==> images/final_congestion.png <==
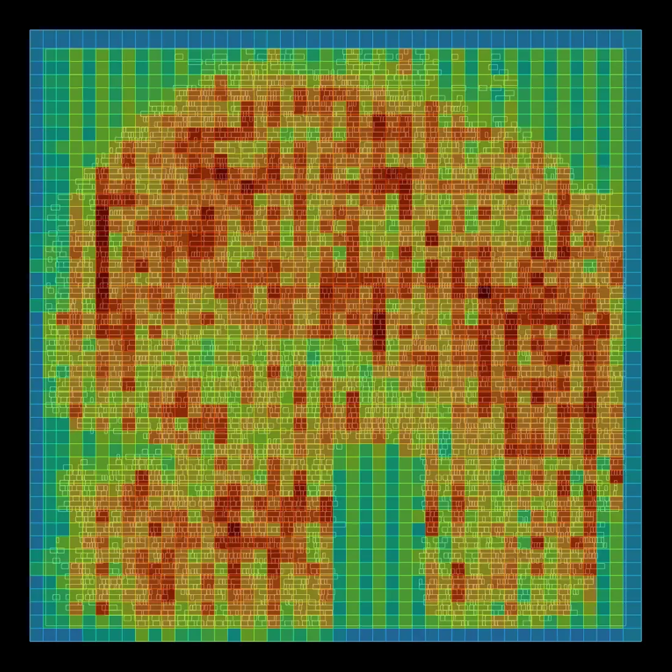
==> images/met1.png <==
Drawn at 1.5 px/µm. Supply wires on this layer in gray.
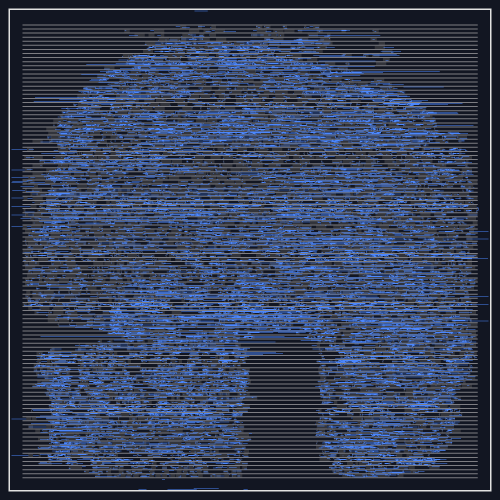
$ cat src/rtl/neurona_mac.sv
// rtl/neurona_mac.sv - serial multiply-accumulate producing one neuron's saturated pre-activation sum
module neurona_mac #(
    parameter int Signo     = 1,
    parameter int Magnitud  = 7,
    parameter int Precision = 24,
    parameter int Width     = Signo + Magnitud + Precision,
    parameter int NEntradas = 4
) (
    input  logic             CLK,
    input  logic             RST,
    input  logic             Inicio,
    input  logic [Width-1:0] Sesgo,
    input  logic             EntradaValida,
    input  logic [Width-1:0] Entrada,
    input  logic [Width-1:0] Peso,
    output logic             Ocupado,
    output logic             Listo,
    output logic [Width-1:0] Salida,
    output logic             Error
);

    // Eight guard bits let up to 255 saturated products plus the bias add without wrapping.
    localparam int AccW = Width + 8;
    // Product bits above the kept window, including the kept sign bit.
    localparam int HiW  = Width - Precision + 1;

    localparam logic [Width-1:0] MaxVal = {1'b0, {(Width-1){1'b1}}};
    localparam logic [Width-1:0] MinVal = {1'b1, {(Width-1){1'b0}}};
    localparam logic [7:0]       Ultima = 8'(NEntradas - 1);

    typedef enum logic [1:0] {
        REPOSO  = 2'd0,
        ACUMULA = 2'd1,
        FINAL   = 2'd2
    } estado_t;

    estado_t              state_q, state_d;
    logic [AccW-1:0]      acc_q, acc_d;
    logic [7:0]           cuenta_q, cuenta_d;
    logic                 err_int_q, err_int_d;
    logic [Width-1:0]     salida_q, salida_d;
    logic                 error_q, error_d;
    logic                 listo_q, listo_d;
    logic                 ocupado_q;

    logic signed [2*Width-1:0] prod;
    logic [HiW-1:0]            prod_hi;
    logic                      prod_ovf;
    logic [Width-1:0]          prod_sat;
    logic [8:0]                acc_hi;
    logic                      acc_ovf;
    logic [Width-1:0]          acc_sat;
    logic                      unused_prod_lo;

    assign prod           = $signed(Entrada) * $signed(Peso);
    assign unused_prod_lo = ^prod[Precision-1:0];

    // Rescale the product to the data format, clamping when it leaves the Width range.
    always_comb begin
        prod_hi  = prod[2*Width-1:Precision+Width-1];
        prod_ovf = !((&prod_hi) || !(|prod_hi));
        if (prod_ovf) begin
            prod_sat = prod[2*Width-1] ? MinVal : MaxVal;
        end else begin
            prod_sat = prod[Precision+Width-1:Precision];
        end
    end

    // Clamp the wide accumulator back into the output word.
    always_comb begin
        acc_hi  = acc_q[AccW-1:Width-1];
        acc_ovf = !((&acc_hi) || !(|acc_hi));
        if (acc_ovf) begin
            acc_sat = acc_q[AccW-1] ? MinVal : MaxVal;
        end else begin
            acc_sat = acc_q[Width-1:0];
        end
    end

    // Next-state and datapath updates for the three-phase sequence.
    always_comb begin
        state_d   = state_q;
        acc_d     = acc_q;
        cuenta_d  = cuenta_q;
        err_int_d = err_int_q;
        salida_d  = salida_q;
        error_d   = error_q;
        listo_d   = 1'b0;
        case (state_q)
            REPOSO: begin
                if (Inicio) begin
                    state_d   = ACUMULA;
                    acc_d     = {{8{Sesgo[Width-1]}}, Sesgo};
                    cuenta_d  = 8'd0;
                    err_int_d = 1'b0;
                end
            end
            ACUMULA: begin
                if (EntradaValida) begin
                    acc_d     = acc_q + {{8{prod_sat[Width-1]}}, prod_sat};
                    cuenta_d  = cuenta_q + 8'd1;
                    err_int_d = err_int_q | prod_ovf;
                    if (cuenta_q == Ultima) begin
                        state_d = FINAL;
                    end
                end
            end
            FINAL: begin
                state_d  = REPOSO;
                salida_d = acc_sat;
                error_d  = err_int_q | acc_ovf;
                listo_d  = 1'b1;
            end
            default: begin
                state_d = REPOSO;
            end
        endcase
    end

    // State and result registers; reset discards any sum in progress.
    always_ff @(posedge CLK or posedge RST) begin
        if (RST) begin
            state_q   <= REPOSO;
            acc_q     <= '0;
            cuenta_q  <= 8'd0;
            err_int_q <= 1'b0;
            salida_q  <= '0;
            error_q   <= 1'b0;
            listo_q   <= 1'b0;
            ocupado_q <= 1'b0;
        end else begin
            state_q   <= state_d;
            acc_q     <= acc_d;
            cuenta_q  <= cuenta_d;
            err_int_q <= err_int_d;
            salida_q  <= salida_d;
            error_q   <= error_d;
            listo_q   <= listo_d;
            ocupado_q <= (state_d != REPOSO);
        end
    end

    assign Ocupado = ocupado_q;
    assign Listo   = listo_q;
    assign Salida  = salida_q;
    assign Error   = error_q;

endmodule

$ cat config.mk
export PLATFORM = sky130hd
export DESIGN_NAME = neurona_mac
export DESIGN_NICKNAME = d
export VERILOG_FILES = /design/src/rtl/neurona_mac.sv
export SDC_FILE = /design/constraint.sdc
export NUM_CORES = 2
export LEC_CHECK = 0
export CAP_MARGIN = 20
export CORE_MARGIN = 8
export CORE_UTILIZATION = 45
export DETAILED_ROUTE_END_ITERATION = 10
export PLACE_DENSITY = 0.61
export SLEW_MARGIN = 20
export SYNTH_ARGS = -nofsm -noshare
export SYNTH_HDL_FRONTEND = slang
export SYNTH_SLANG_ARGS = --single-unit
$ cat constraint.sdc
create_clock -name CLK -period 4.95 [get_ports CLK]
set_input_delay 0.99 -clock CLK [delete_from_list [all_inputs] [get_ports CLK]]
set_output_delay 0.99 -clock CLK [all_outputs]
set_load 0.01 [all_outputs]
==> reports/results.ini <==
[run_status]
status=complete, but fails checks
violations=negative setup slack

[synth]
synthXorXnorAreaFrac=0.0177
largest_area_cell=fa_1
ys_sh_adder=0.587
synth.distinct_cells=78
synthMuxAreaShare=0.00183
synth.most_common_cell=fa_1
syn_inst=4510
simple_gate_area_frac=0.166
edf_count=0
ys_chip_area_um2=41600

[route]
route.detailed.drc=0
drtAntennaViolNets=0
vias=33172

[flow_run]
max_cap_violations=0

[timing]
slew_headroom=0.363
finalClockSkew_ns=0.0123
finalSetupViolCount=41
setup_ws_ns=-6.05

[hold_path]
hp-class=reg2reg

[setup_path]
critPathKind=in2reg
cp.arrival_ns=11.27
critPathRequiredTime_ns=5.22
cp-end-kind=flip-flop
critPathSlowestCell=fa_2
start_kind=primary input

[global_route]
grt_max_degree=56

[cells_and_area]
nFillCells=8024
final_util=0.573
drive_gt1_frac=0.203

[place]
dpl.hpwl_um=99800
dpl_cell_area_um2=49400
portBuffers=134

[clocking]
cts-buffers-inserted=9
path_clk_slew_ns=0.07

[floorplan]
die_y_um=320
dieArea_um2=102000
io_pins=135

-- final_congestion.png (at the start) --
WL/cell: 19.7 µm
GRT Total Usage: 0.238

-- met1.png (at the start) --
longest straight run: 66.2 µm
wire length on this layer: 48.7 mm

[through the flow]
step                      hold slack, ns  instances  setup slack [ns]
final                              0.479       6368             -6.05
after global routing               0.489       6366             -6.36
after CTS                          0.475       6308             -6.06
after detailed placement           0.463       6211             -6.78
after global placement             0.462       6211             -6.61
after floorplan                    0.442       4510             -6.13
[path summary, 6_finish.rpt]
path	endpoint	cells after the start	startpoint
max reg2reg	acc_q[28]	14	acc_q[0]
min reg2reg	cuenta_q[7]	1	cuenta_q[7]
min in group asynchronous	cuenta_q[3]	2	RST
max	acc_q[39]	44	Peso[2]
max in group asynchronous	acc_q[17]	3	RST
min	cuenta_q[7]	1	cuenta_q[7]
[critical path: cells and delay by family]
family / cells / cell delay [ns]
compound gates: 20 / 3.95
xor+xnor: 1 / 0.17
fa+ha+maj: 10 / 4.75
buf+inv: 11 / 1.18
simple gates: 2 / 0.23
[layer usage]
metal,vias up,routed length [µm],global-route usage
met5,-,7,0
met3,212,7560,0.0295
li1,14686,-,-
met1,17274,48700,0.304
met2,998,64700,0.425
met4,2,4240,0.0667
[logic make-up (layout without fill, tap and decap cells)]
group           after synthesis  in the layout
compound gates              431            431
xor+xnor                     83             83
fa+ha+maj                  1302           1302
buf+inv                    1195           1865
flops                        86             86
mux                           7              7
other cells                   0              2
simple gates               1406           1406
[flip-flops by register name, indices dropped and copies added, names as in the netlist]
register,count
Salida,32
cuenta_q,8
state_q,2
Error,1
err_int_q,1
Ocupado,1
acc_q,40
Listo,1
[layout make-up]
| class | instances | area, µm² | share of cell area |
|---|---|---|---|
| Multi-Input combinational cell | 3229 | 36200 | 0.689 |
| Timing Repair Buffer | 888 | 8740 | 0.166 |
| Inverter | 961 | 3620 | 0.0688 |
| Sequential cell | 86 | 2150 | 0.0409 |
| Tap cell | 1186 | 1480 | 0.0282 |
| Clock buffer | 10 | 239 | 0.00455 |
| Clock inverter | 6 | 92.6 | 0.00176 |
| Antenna cell | 2 | 5.00 | 0.0000952 |
[repair_timing]
action                     in CTS  in global routing
setup endpoints to repair      41                 41
hold buffers                    0                  0
setup buffers                  71                 54
resized                       201                193
pin swaps                     119                134
cloned                         12                 14
[cell usage in the layout (no fill, tap or decap), types with 42 or more instances in the layout]
master              n
clkdlybuf4s50_1    78
dfrtp_1            86
and2_1            493
a21oi_2            52
nor2_1            137
fa_1             1048
a21o_1             42
ha_1              188
buf_12             82
buf_4             600
a21oi_1           113
inv_1             947
nand2_1           614
